==> config.mk <==
export PLATFORM = sky130hd
export DESIGN_NAME = uart_rx
export DESIGN_NICKNAME = d
export VERILOG_FILES = /design/src/rtl/uart_rx.sv
export SDC_FILE = /design/constraint.sdc
export NUM_CORES = 1
export LEC_CHECK = 0
export CORE_ASPECT_RATIO = 1.5
export CORE_MARGIN = 2
export CORE_UTILIZATION = 45
export DETAILED_ROUTE_END_ITERATION = 8
export SYNTH_ARGS = -nofsm -noshare
export SYNTH_HDL_FRONTEND = slang
export SYNTH_SLANG_ARGS = --single-unit
==> constraint.sdc <==
create_clock -name clk -period 5.2 [get_ports clk]
set_input_delay 0.78 -clock clk [delete_from_list [all_inputs] [get_ports clk]]
set_output_delay 0.78 -clock clk [all_outputs]
set_load 0.01 [all_outputs]
==> src/rtl/uart_rx.sv <==
// UART receiver: start + 8 data (LSB first) + parity + 1/2 stop bits, valid/ack output holding register.
// Optional build macro UART_RX_MAJORITY_EN: 2-of-3 majority vote around each sample point.
module uart_rx #(
    parameter int BAUD_DIVISOR = 868
) (
    input  logic       clk,
    input  logic       rst,
    input  logic       rx_in,
    input  logic       two_stop,
    input  logic       odd_parity,
    input  logic       rx_ack,
    output logic [7:0] rx_data,
    output logic       rx_valid,
    output logic       parity_err,
    output logic       frame_err,
    output logic       overrun,
    output logic       rx_busy
);

    localparam logic [2:0] S_IDLE   = 3'd0;
    localparam logic [2:0] S_START  = 3'd1;
    localparam logic [2:0] S_DATA   = 3'd2;
    localparam logic [2:0] S_PARITY = 3'd3;
    localparam logic [2:0] S_STOP1  = 3'd4;
    localparam logic [2:0] S_STOP2  = 3'd5;

`ifdef UART_RX_MAJORITY_EN
    // Decision moves one cycle later; reloading with 1 keeps the bit period unchanged.
    localparam logic [13:0] START_DEC = 14'(BAUD_DIVISOR / 2);
    localparam logic [13:0] BIT_DEC   = 14'(BAUD_DIVISOR);
    localparam logic [13:0] RELOAD    = 14'd1;
`else
    localparam logic [13:0] START_DEC = 14'(BAUD_DIVISOR / 2 - 1);
    localparam logic [13:0] BIT_DEC   = 14'(BAUD_DIVISOR - 1);
    localparam logic [13:0] RELOAD    = 14'd0;
`endif

    logic        rx_meta_reg;
    logic        rx_s_reg;
    logic        rx_prev_reg;
    logic [2:0]  state_reg;
    logic [13:0] baud_count_reg;
    logic [2:0]  bit_count_reg;
    logic [7:0]  shift_reg;
    logic        two_stop_reg;
    logic        odd_parity_reg;
    logic        parity_bad_reg;
    logic        stop1_bad_reg;
    logic        frame_bad_reg;
    logic        done_reg;
    logic [7:0]  rx_data_reg;
    logic        rx_valid_reg;
    logic        parity_err_reg;
    logic        frame_err_reg;
    logic        overrun_reg;

    logic [13:0] dec_point;
    logic        decide;
    logic        sample_bit;

    assign dec_point = (state_reg == S_START) ? START_DEC : BIT_DEC;
    assign decide    = (state_reg != S_IDLE) && (baud_count_reg == dec_point);

`ifdef UART_RX_MAJORITY_EN
    logic [1:0] early_reg;

    always_ff @(posedge clk or posedge rst) begin
        if (rst) begin
            early_reg <= 2'b11;
        end else begin
            if (baud_count_reg == dec_point - 14'd2) early_reg[0] <= rx_s_reg;
            if (baud_count_reg == dec_point - 14'd1) early_reg[1] <= rx_s_reg;
        end
    end

    assign sample_bit = (early_reg[0] & early_reg[1]) | (early_reg[0] & rx_s_reg) |
                        (early_reg[1] & rx_s_reg);
`else
    assign sample_bit = rx_s_reg;
`endif

    always_ff @(posedge clk or posedge rst) begin
        if (rst) begin
            rx_meta_reg    <= 1'b1;
            rx_s_reg       <= 1'b1;
            rx_prev_reg    <= 1'b1;
            state_reg      <= S_IDLE;
            baud_count_reg <= 14'd0;
            bit_count_reg  <= 3'd0;
            shift_reg      <= 8'd0;
            two_stop_reg   <= 1'b0;
            odd_parity_reg <= 1'b0;
            parity_bad_reg <= 1'b0;
            stop1_bad_reg  <= 1'b0;
            frame_bad_reg  <= 1'b0;
            done_reg       <= 1'b0;
        end else begin
            rx_meta_reg <= rx_in;
            rx_s_reg    <= rx_meta_reg;
            rx_prev_reg <= rx_s_reg;
            done_reg    <= 1'b0;
            if (state_reg != S_IDLE) begin
                baud_count_reg <= decide ? RELOAD : baud_count_reg + 14'd1;
            end
            case (state_reg)
                S_IDLE: begin
                    if (rx_prev_reg && !rx_s_reg) begin
                        baud_count_reg <= 14'd0;
                        state_reg      <= S_START;
                        two_stop_reg   <= two_stop;
                        odd_parity_reg <= odd_parity;
                    end
                end
                S_START: begin
                    if (decide) begin
                        if (sample_bit) begin
                            state_reg <= S_IDLE;
                        end else begin
                            state_reg     <= S_DATA;
                            bit_count_reg <= 3'd0;
                        end
                    end
                end
                S_DATA: begin
                    if (decide) begin
                        shift_reg     <= {sample_bit, shift_reg[7:1]};
                        bit_count_reg <= bit_count_reg + 3'd1;
                        if (bit_count_reg == 3'd7) state_reg <= S_PARITY;
                    end
                end
                S_PARITY: begin
                    if (decide) begin
                        parity_bad_reg <= ((^shift_reg) ^ sample_bit) != odd_parity_reg;
                        state_reg      <= S_STOP1;
                    end
                end
                S_STOP1: begin
                    if (decide) begin
                        stop1_bad_reg <= ~sample_bit;
                        if (two_stop_reg) begin
                            state_reg <= S_STOP2;
                        end else begin
                            state_reg     <= S_IDLE;
                            done_reg      <= 1'b1;
                            frame_bad_reg <= ~sample_bit;
                        end
                    end
                end
                S_STOP2: begin
                    if (decide) begin
                        state_reg     <= S_IDLE;
                        done_reg      <= 1'b1;
                        frame_bad_reg <= stop1_bad_reg | ~sample_bit;
                    end
                end
                default: state_reg <= S_IDLE;
            endcase
        end
    end

    // Completion beats a same-cycle acknowledge; only an unacknowledged held byte counts as overrun.
    always_ff @(posedge clk or posedge rst) begin
        if (rst) begin
            rx_data_reg    <= 8'd0;
            rx_valid_reg   <= 1'b0;
            parity_err_reg <= 1'b0;
            frame_err_reg  <= 1'b0;
            overrun_reg    <= 1'b0;
        end else if (done_reg) begin
            rx_data_reg    <= shift_reg;
            rx_valid_reg   <= 1'b1;
            parity_err_reg <= parity_bad_reg;
            frame_err_reg  <= frame_bad_reg;
            overrun_reg    <= rx_valid_reg & ~rx_ack;
        end else if (rx_ack && rx_valid_reg) begin
            rx_valid_reg   <= 1'b0;
            parity_err_reg <= 1'b0;
            frame_err_reg  <= 1'b0;
            overrun_reg    <= 1'b0;
        end
    end

    assign rx_data    = rx_data_reg;
    assign rx_valid   = rx_valid_reg;
    assign parity_err = parity_err_reg;
    assign frame_err  = frame_err_reg;
    assign overrun    = overrun_reg;
    assign rx_busy    = (state_reg != S_IDLE);

endmodule

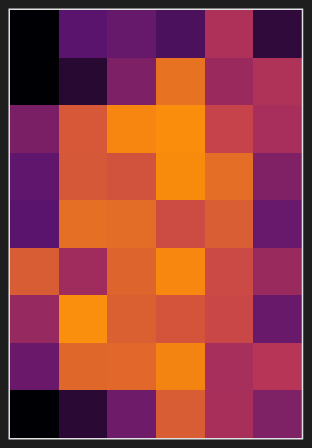
*Cell area per tile*
The die is cut into 6 by 9 equal tiles; black is low, pale yellow is high, 0 to 100% covered.
tiles over 75% full	3.7%
fullest tile	76%
mean over tiles	45%
emptiest ninth of the die	north-west
core area: 4810 sq um
initial cell density of the core: 0.467
post-layout utilization of the core: 0.544

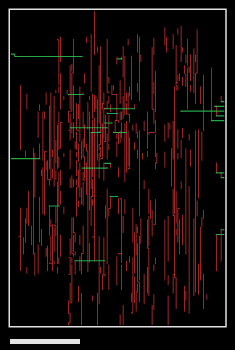
*Signal wires by layer*
Scale bar: 20 microns. Two of the layers only.
layer	colour	wire length
met3	green	113 microns
met2	red	2440 microns
final wirelength: 4270 microns
overall via count from detail_route: 1517
overall global routing resource usage: 0.175

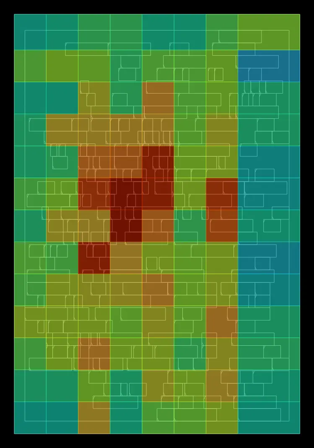
*Routing congestion map*
met1 track demand over resource in global routing: 0.198
most utilized layer in the global route result: met2
met2 usage in global routing: 0.298

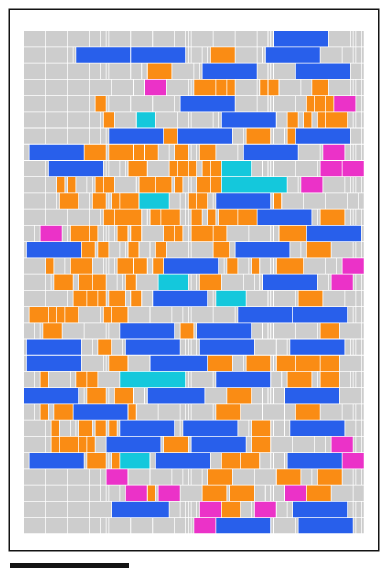
*Placed cells, one colour a class*
Scale bar: 20 microns. Fill, decap, tap and diode cells in grey.
class	colour	cells
all other logic	orange	143
other buffers and delay cells	magenta	18
flip-flops	blue	49
clock drivers and dummy loads	cyan	8
fraction of area in registers: 0.470
post-route cell area: 2620 sq um

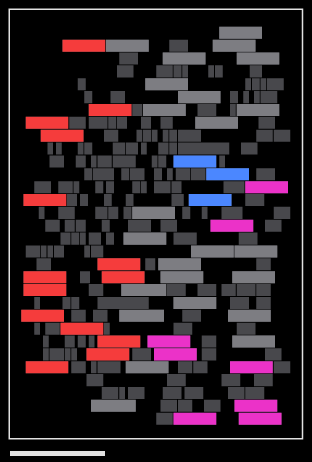
*Sequential cells grouped by signal name*
Scale bar: 20 microns.
signal	colour	sequential cells
`bit_count_reg`	blue	3
`baud_count_reg`	red	14
`rx_data`	magenta	8
power dissipated in sequential cells: 397 uW
storage element area: 1230 sq um

==> run_summary.xml <==
<?xml version="1.0" encoding="UTF-8"?>
<metrics>
  <group name="clocking">
    <metric name="number_of_buffers_on_the_longest_clock_path" unit="">2</metric>
  </group>
  <group name="synthesis">
    <metric name="netlist_logic_family_top" unit="">simple AND/OR/NAND/NOR gates</metric>
    <metric name="yosys.area_share.xor_xnor" unit="">0.0741</metric>
    <metric name="synthCells" unit="">199</metric>
  </group>
  <group name="global_routing">
    <metric name="grt_pass1_wl" unit="microns">7310</metric>
    <metric name="initial_antenna_violation_count" unit="">0</metric>
  </group>
  <group name="worst_setup_path">
    <metric name="setup.worst_path.start" unit="">state_reg[0]</metric>
    <metric name="slack_of_the_worst_reg_to_reg_path" unit="ns">2.33</metric>
    <metric name="worstPathBufferInverterCount" unit="">2</metric>
  </group>
  <group name="detailed_routing">
    <metric name="route.met2.wl" unit="microns">2440</metric>
    <metric name="initialDrtViolationCount" unit="">54</metric>
    <metric name="routed.top_layer" unit="">met4</metric>
  </group>
  <group name="layout">
    <metric name="largest_register_ffs" unit="">14</metric>
    <metric name="layout_top_cell_excl_fill_tap" unit="">dfrtp_1</metric>
  </group>
  <group name="sta">
    <metric name="rsz0062_at_grt" unit="">false</metric>
    <metric name="timing.max_slew.rel_slack" unit="">0.335</metric>
    <metric name="max_freq" unit="GHz">0.321</metric>
  </group>
  <group name="pwr">
    <metric name="power-top-group" unit="">registers</metric>
    <metric name="total_leakage_power" unit="nW">1.15</metric>
  </group>
  <group name="outcome">
    <metric name="outcome" unit="">finished clean</metric>
  </group>
</metrics>
Power and IR drop assume default switching activity.
